===== config.mk =====
export PLATFORM = sky130hd
export DESIGN_NAME = lane_queue
export DESIGN_NICKNAME = d
export VERILOG_FILES = /design/src/rtl/traffic_pkg.sv /design/src/rtl/lane_queue.sv
export SDC_FILE = /design/constraint.sdc
export NUM_CORES = 1
export LEC_CHECK = 0
export CAP_MARGIN = 20
export CORE_AREA = 3 3 40 42
export DETAILED_ROUTE_END_ITERATION = 10
export DIE_AREA = 0 0 43 45
export HOLD_SLACK_MARGIN = 0.03
export SETUP_SLACK_MARGIN = 0.02
export SYNTH_ARGS = -nofsm -noshare
export SYNTH_HDL_FRONTEND = slang
export SYNTH_SLANG_ARGS = --single-unit

===== constraint.sdc =====
create_clock -name clk -period 2.2 [get_ports clk]
set_input_delay 0.44 -clock clk [delete_from_list [all_inputs] [get_ports clk]]
set_output_delay 0.44 -clock clk [all_outputs]
set_load 0.05 [all_outputs]

===== src/rtl/traffic_pkg.sv =====
// Shared types and default sizing for the traffic street model.
// Light codes match the controller's {l1,l0} output encoding.
package traffic_pkg;

    typedef enum logic [1:0] {
        GREEN   = 2'b00,
        YELLOW  = 2'b01,
        RED     = 2'b10,
        ILLEGAL = 2'b11
    } light_t;

    localparam int unsigned QW_DEF           = 4;
    localparam int unsigned DEPART_TICKS_DEF = 2;

endpackage


===== src/rtl/lane_queue.sv =====
// One street lane: arrival edge detect, green-time departure timer and a
// saturating car counter with sticky overflow.
module lane_queue
    import traffic_pkg::*;
#(
    parameter int unsigned QW           = QW_DEF,
    parameter int unsigned DEPART_TICKS = DEPART_TICKS_DEF
) (
    input  logic          clk,
    input  logic          reset,
    input  logic          tick,
    input  logic          arr,
    input  light_t        light,
    output logic [QW-1:0] cnt,
    output logic          present,
    output logic          ovf
);

    localparam int unsigned   TW   = (DEPART_TICKS > 1) ? $clog2(DEPART_TICKS) : 1;
    localparam logic [QW-1:0] MAXQ = {QW{1'b1}};
    localparam logic [TW-1:0] LAST = TW'(DEPART_TICKS - 1);

    logic          arr_q;
    logic [TW-1:0] timer_q, timer_d;
    logic [QW-1:0] cnt_q, cnt_d;
    logic          ovf_q, ovf_d;
    logic          arrival, depart, window;

    always_comb begin
        arrival = arr & ~arr_q;
        window  = (light == GREEN) && (cnt_q != '0);
        depart  = 1'b0;
        timer_d = timer_q;
        // Any break in the green window restarts the departure count.
        if (!window) begin
            timer_d = '0;
        end else if (tick) begin
            if (timer_q == LAST) begin
                depart  = 1'b1;
                timer_d = '0;
            end else begin
                timer_d = timer_q + 1'b1;
            end
        end

        cnt_d = cnt_q;
        ovf_d = ovf_q;
        if (arrival && !depart) begin
            if (cnt_q == MAXQ) begin
                ovf_d = 1'b1;
            end else begin
                cnt_d = cnt_q + 1'b1;
            end
        end else if (depart && !arrival) begin
            cnt_d = cnt_q - 1'b1;
        end
    end

    always_ff @(posedge clk or posedge reset) begin
        if (reset) begin
            arr_q   <= 1'b0;
            timer_q <= '0;
            cnt_q   <= '0;
            ovf_q   <= 1'b0;
        end else begin
            arr_q   <= arr;
            timer_q <= timer_d;
            cnt_q   <= cnt_d;
            ovf_q   <= ovf_d;
        end
    end

    assign cnt     = cnt_q;
    assign present = (cnt_q != '0);
    assign ovf     = ovf_q;

endmodule


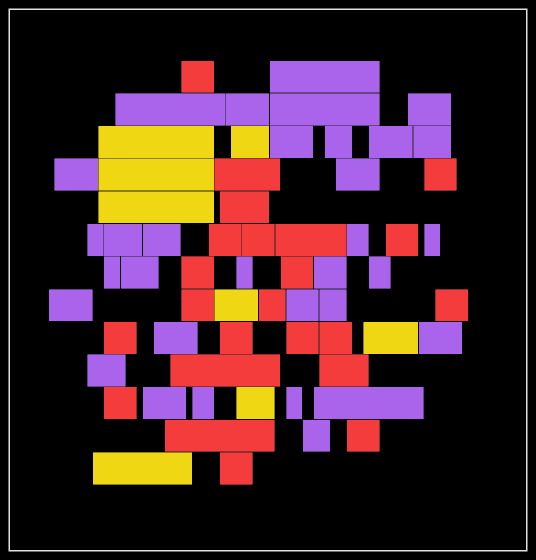
Figure 1: run 1, drive-strength map.
[yellow] drive 2 | cells: 8
[red] drive 3 to 4 | cells: 23
[purple] drive 1 or less | cells: 32
area grow syn2layout: 68.0%
Setup WS post-layout: 0.0420 ns
post-route design area: 702 µm²
Non-clk bufs: 23

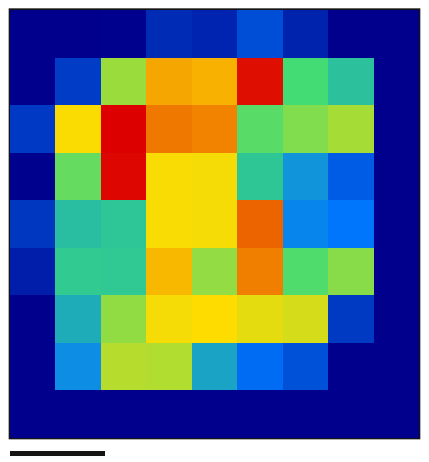
Figure 2: run 1, cell density map.
Bar = 10 µm. The die is cut into 9 by 9 equal tiles; dark blue is low, red is high, 0 to 100% covered.
emptiest ninth of the die: bottom right
nearly empty tiles: 32%
fullest tile: 100%
mean over tiles: 35%
tiles over 75% full: 12%

==> impl_metrics.ini, run 1 <==
; physical design summary
[synthesis]
yosysTopAreaCell = dfrtp_1
syn_area_um2 = 418
ys_area_um2 = 418
synth_cell_types = 23
syn_avg_cell_area_um2 = 11.6
ys_cells = 36
ys_seq_frac = 0.419
syn-num-nets = 45
area_leaders = dfrtp_1 42%, ha_1 6.0%, fa_1 4.8%, o22a_1 4.2%, xor2_1 4.2%
synthTopCellsByCount = 7 x dfrtp_1, 3 x nand2_1
synth-seq-cells = 7
synth_cells = 36
async_reset_ff_frac = 1.00
ff_type = dfrtp_1

[pwr]
p_per_area_nw_per_um2 = 1400
power_leakage_nw = 0.292
finalPower_w = 0.000984
peakVddDrop_v = 0.000906

[floorplanning]
initial_core_util = 0.325
ios = 12
core_um2 = 1280
die_h_um = 45
num_rows = 13
die_x_um = 43
chipArea_um2 = 1940

[placed_design]
hpwlAfterDp_um = 885
globalplace.congestion = 0.761
port_buffers = 11

[drt]
vias_per_cell = 5.06
dr.first_iter.drc_count = 2
firstDrtPassIters = 2
dr_total_vias = 395
ant_nets = 0
wl_um = 1080

[final_timing]
period_used_share = 0.981
max_slew_margin = 0.662
fin_tns_setup_ns = 0
final_hold_viol_count = 0
layout_min_cycle_time_ns = 2.16
rsz0062_at_grt = true
finClkSkew_ns = 0.00615
worst_pin_slew_ns = 0.506
max_freq_mhz = 463
whs_ns = 0.417

[critical_path]
cpLargestDelayFamily = simple AND/OR/NAND/NOR gates
r2r_slack_ns = 0.04
cp-endpoint = cnt[3]
path_cells = or4_4 -> a21oi_4 -> inv_4 -> ha_4 -> a21oi_2 -> nand2_1 -> or3_4 -> nand4_1
cp-start-kind = flip-flop
critical_path_peak_fanout = 5
rr_startpoint = cnt[0]
reg2reg_to = cnt[3]
endpoint_kind = flip-flop
worst-path-buf-inv = 1
max_stage_delay_ns = 0.56
slowest_stage = or4_4
cp-startpoint = cnt[0]

[clock_tree]
cts_tree = yes
cts_sinks = 7
h-tree-depth = 1
clockBufferDepth = 2
cts_resized = 0
cts_buffers = 3
path_clk_slew_ns = 0.05
clock_latency_ns = 0.25

[cells_and_area]
nets = 73
final_util = 0.546
antenna_cells = 0
layout_top_cell = buf_4
lay_top_cells = 13 x buf_4, 10 x clkdlybuf4s50_1, 4 x dfrtp_1

[run]
maxCapViolCount = 0
log.warning_count = 28

[global_routing]
grt_max_degree = 8
gr-usage-all-layers = 0.126
antenna_found_initial = 0
grt_pass1_vias = 429
overflow = 0
grt_pass1_wl_um = 1750

[status]
status = complete, no violations

[worst_hold_path]
hold_class = input pin to asynchronous set/reset pin
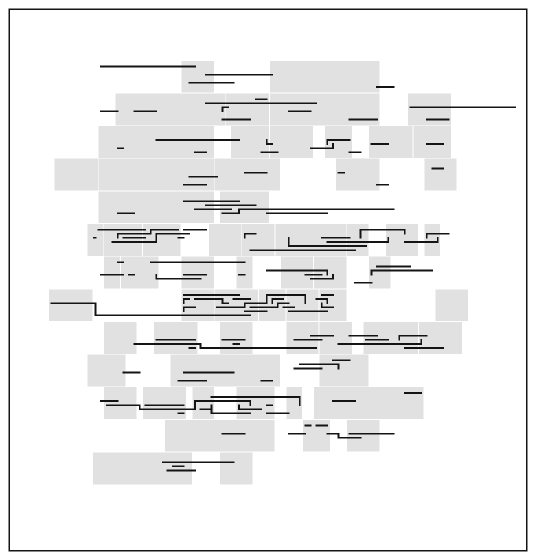
Figure 3: run 1, the metal 1 layer.
Cells faint in the background.
main direction: horizontal
wire length on this layer: 371 µm
nets with wire on the layer: 63
longest straight run: 12.9 µm
share of all routed wire: 34%

==> run 1: logic make-up after synthesis <==
logic type	Yosys count	synth area share
xor gates and xnor gates	3	0.0629
DFF	7	0.419
buffers and inverters	2	0.0179
and+or+nand+nor	14	0.225
adders and majority gates	3	0.108
AOI/OAI and AO/OA	7	0.168
==> run 1: stage by stage <==
stage          std cells  worst slack [ns]
6_report              78            0.0420
3_3_place_gp          73            -0.153
4_1_cts               77            0.0291
2_1_floorplan         36            -0.269
3_5_place_dp          73            -0.210
5_1_grt               78           -0.0408
==> run 1: per-layer routing <==
metal	routed length, µm	up-vias	track usage	share of wire
met2	634	10	0.246	0.59
met3	51	4	0.0359	0.047
li1	-	192	-	-
met5	0	-	0	0
met4	23	0	0.0723	0.021
met1	370	189	0.116	0.34
==> run 1: worst reg2reg max path: cells and delay by family, from the launching register on <==
family,cells,cell delay [ns]
AND/OR/NAND/NOR,4,1.06
adder cells (fa/ha/maj),1,0.22
buffers and inverters,1,0.07
flip-flops,1,0.40
AND-OR/OR-AND,2,0.33
==> run 1: flip-flops by register name, indices dropped and copies added, names as in the netlist <==
signal and flops:
timer_q 1, arr_q 1, ovf 1, cnt 4
==> run 1: report_power, final <==
part / internal (W) / switching, W / total (W)
clock: 0.0000693 / 0.0000488 / 0.000118
sequential: 0.000182 / 0.0000288 / 0.000211
combinational: 0.000291 / 0.000365 / 0.000656
total: 0.000542 / 0.000443 / 0.000984
==> run 1: layout make-up <==
class / instances / area, µm² / share of cell area
tap: 15 / 18.8 / 0.0267
multi-input combinational: 27 / 270 / 0.385
sequential: 7 / 179 / 0.255
inverter: 2 / 10.0 / 0.0143
timing repair buffer: 23 / 198 / 0.282
clock buffer: 4 / 26.3 / 0.0374
## Run 2: what changed since run 1
--- a/config.mk
+++ b/config.mk
@@ -5,7 +5,7 @@
 export SDC_FILE = /design/constraint.sdc
 export NUM_CORES = 1
 export LEC_CHECK = 0
-export CAP_MARGIN = 20
+export CAP_MARGIN = 10
 export CORE_AREA = 3 3 40 42
 export DETAILED_ROUTE_END_ITERATION = 10
 export DIE_AREA = 0 0 43 45
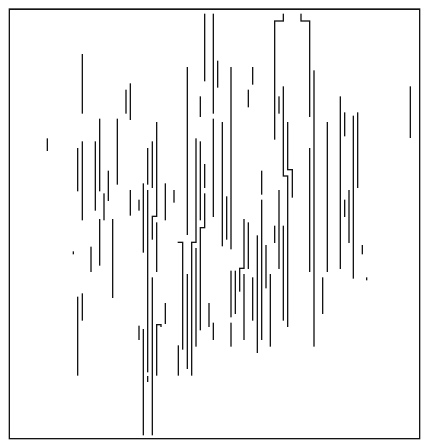
Figure 4: run 2, the metal 2 layer.
share of all routed wire: 59%
main direction: vertical
wire length on this layer: 635 µm
longest straight run: 28.9 µm
nets with wire on the layer: 70

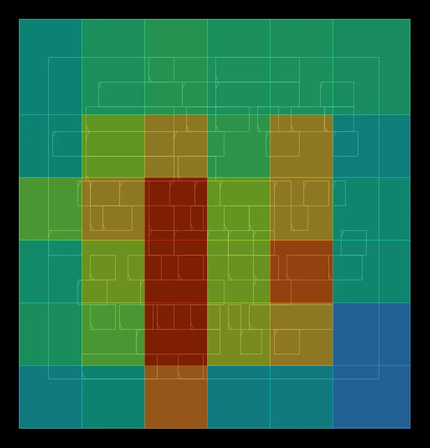
Figure 5: run 2, track usage over the die.
met3 Usage GRT: 0.0359
GRT Overall Usage: 0.126
post-DR wirelength/cell: 13.8 µm
gr busiest metal: met2

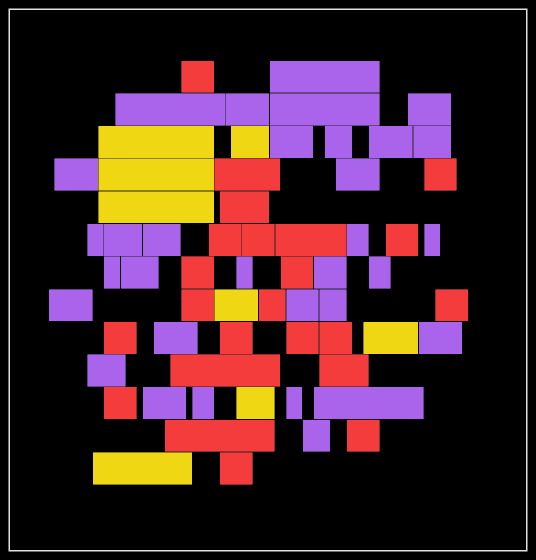
Figure 6: run 2, drive-strength map.

==> run 2 against run 1 <==
Critical path depth unchanged. First-iteration DRC count unchanged. Combinational power is essentially flat. Clock power barely moved. Fmax unchanged. Sequential cell count stayed put. Critical endpoint unchanged. Highest routed layer unchanged.
==> impl_metrics.ini, run 2 <==
; physical design summary
[critical_path]
path_cells = or4_4 -> a21oi_4 -> inv_4 -> ha_4 -> a21oi_2 -> nand2_1 -> or3_4 -> nand4_1
slowest_stage = or4_4
endpoint_kind = flip-flop
critical_path_peak_fanout = 5
max_stage_delay_ns = 0.56

[final_timing]
fin_ws_ns = 0.0420
period_used_share = 0.981
rsz0062_at_grt = true
fin_tns_setup_ns = 0
max_freq_mhz = 463
worst_pin_slew_ns = 0.506
final_hold_viol_count = 0
finClkSkew_ns = 0.00615

[synthesis]
synth_cells = 36
ys_seq_frac = 0.419
yosysTopAreaCell = dfrtp_1
synth_cell_types = 23
ys_area_um2 = 418
ys_cells = 36
async_reset_ff_frac = 1.00
syn_avg_cell_area_um2 = 11.6
synth-seq-cells = 7
syn_area_um2 = 418
area_leaders = dfrtp_1 42%, ha_1 6.0%, fa_1 4.8%, o22a_1 4.2%, xor2_1 4.2%
syn-num-nets = 45

[floorplanning]
num_rows = 13
chipArea_um2 = 1940
die_h_um = 45
ios = 12
initial_core_util = 0.325
core_um2 = 1280

[worst_hold_path]
hold_class = input pin to asynchronous set/reset pin

[global_routing]
grt_pass1_wl_um = 1750
grt_pass1_vias = 429
antenna_found_initial = 0
overflow = 0

[placed_design]
globalplace.congestion = 0.761
dp.cells = 73
port_buffers = 11
place_ws_ns = -0.210
hpwlAfterDp_um = 885

[cells_and_area]
largest_reg_flops = 4
fin_cells = 78
final_util = 0.546
lay_top_cells = 13 x buf_4, 10 x clkdlybuf4s50_1, 4 x dfrtp_1
nets = 73
area_growth_syn_to_layout_pct = 68.0
antenna_cells = 0
stdcell_area_um2 = 702
layout_top_cell = buf_4

[drt]
wl_um = 1080
firstDrtPassIters = 2
dr_total_vias = 395
ant_nets = 0
vias_per_cell = 5.06

[status]
status = complete, no violations

[clock_tree]
path_clk_slew_ns = 0.05
clock_latency_ns = 0.25
cts_buffers = 3
cts_sinks = 7

[pwr]
peakVddDrop_v = 0.000906
p_per_area_nw_per_um2 = 1400

[run]
log.warning_count = 28
run 2: repair_timing:
action	4_1_cts	5_1_grt
pin swaps	1	6
resized	0	1
setup endpoints to repair	1	1
buffers inserted	0	1
run 2: final timing paths:
check / start / end / slack (ns) / cells after the start
worst max register to register: cnt[0] / cnt[3] / 0.04 / 8
worst min-delay path: reset / cnt[0] / 0.42 / 2
worst min register to register: ovf / ovf / 0.46 / 1
min in group clk: ovf / ovf / 0.46 / 1
max in group asynchronous: reset / cnt[1] / 1.55 / 2
worst max-delay path: cnt[0] / cnt[3] / 0.04 / 8
run 2: cell families after synthesis:
family	after synthesis	share of synthesized area
xor+xnor	3	0.0629
compound gates	7	0.168
buf+inv	2	0.0179
fa+ha+maj	3	0.108
simple gates	14	0.225
flops	7	0.419
run 2: area by class of cell:
class	count	area (µm²)
Timing Repair Buffer	23	198
Tap cell	15	18.8
Multi-Input combinational cell	27	270
Sequential cell	7	179
Fill cell	118	583
Inverter	2	10.0
Clock buffer	4	26.3
run 2: metal layers:
metal	vias to the layer above	share of wire	global-route usage
met4	0	0.021	0.0723
met2	10	0.59	0.246
met5	-	0	0
li1	192	-	-
met1	189	0.34	0.116
met3	4	0.047	0.0359
run 2: worst max-delay path, delay by kind of cell, from the launching register on:
kind | cells | cell delay [ns]
DFF | 1 | 0.40
and+or+nand+nor | 4 | 1.06
adders and majority gates | 1 | 0.22
AOI/OAI and AO/OA | 2 | 0.33
buffers and inverters | 1 | 0.07
run 2: report_power, final:
part / leakage [nW] / total, W / internal, W / switching [W]
Clock: 0.0150 / 0.000118 / 0.0000693 / 0.0000488
Combinational: 0.198 / 0.000656 / 0.000291 / 0.000365
Sequential: 0.0796 / 0.000211 / 0.000182 / 0.0000288
Power and IR drop assume default switching activity.
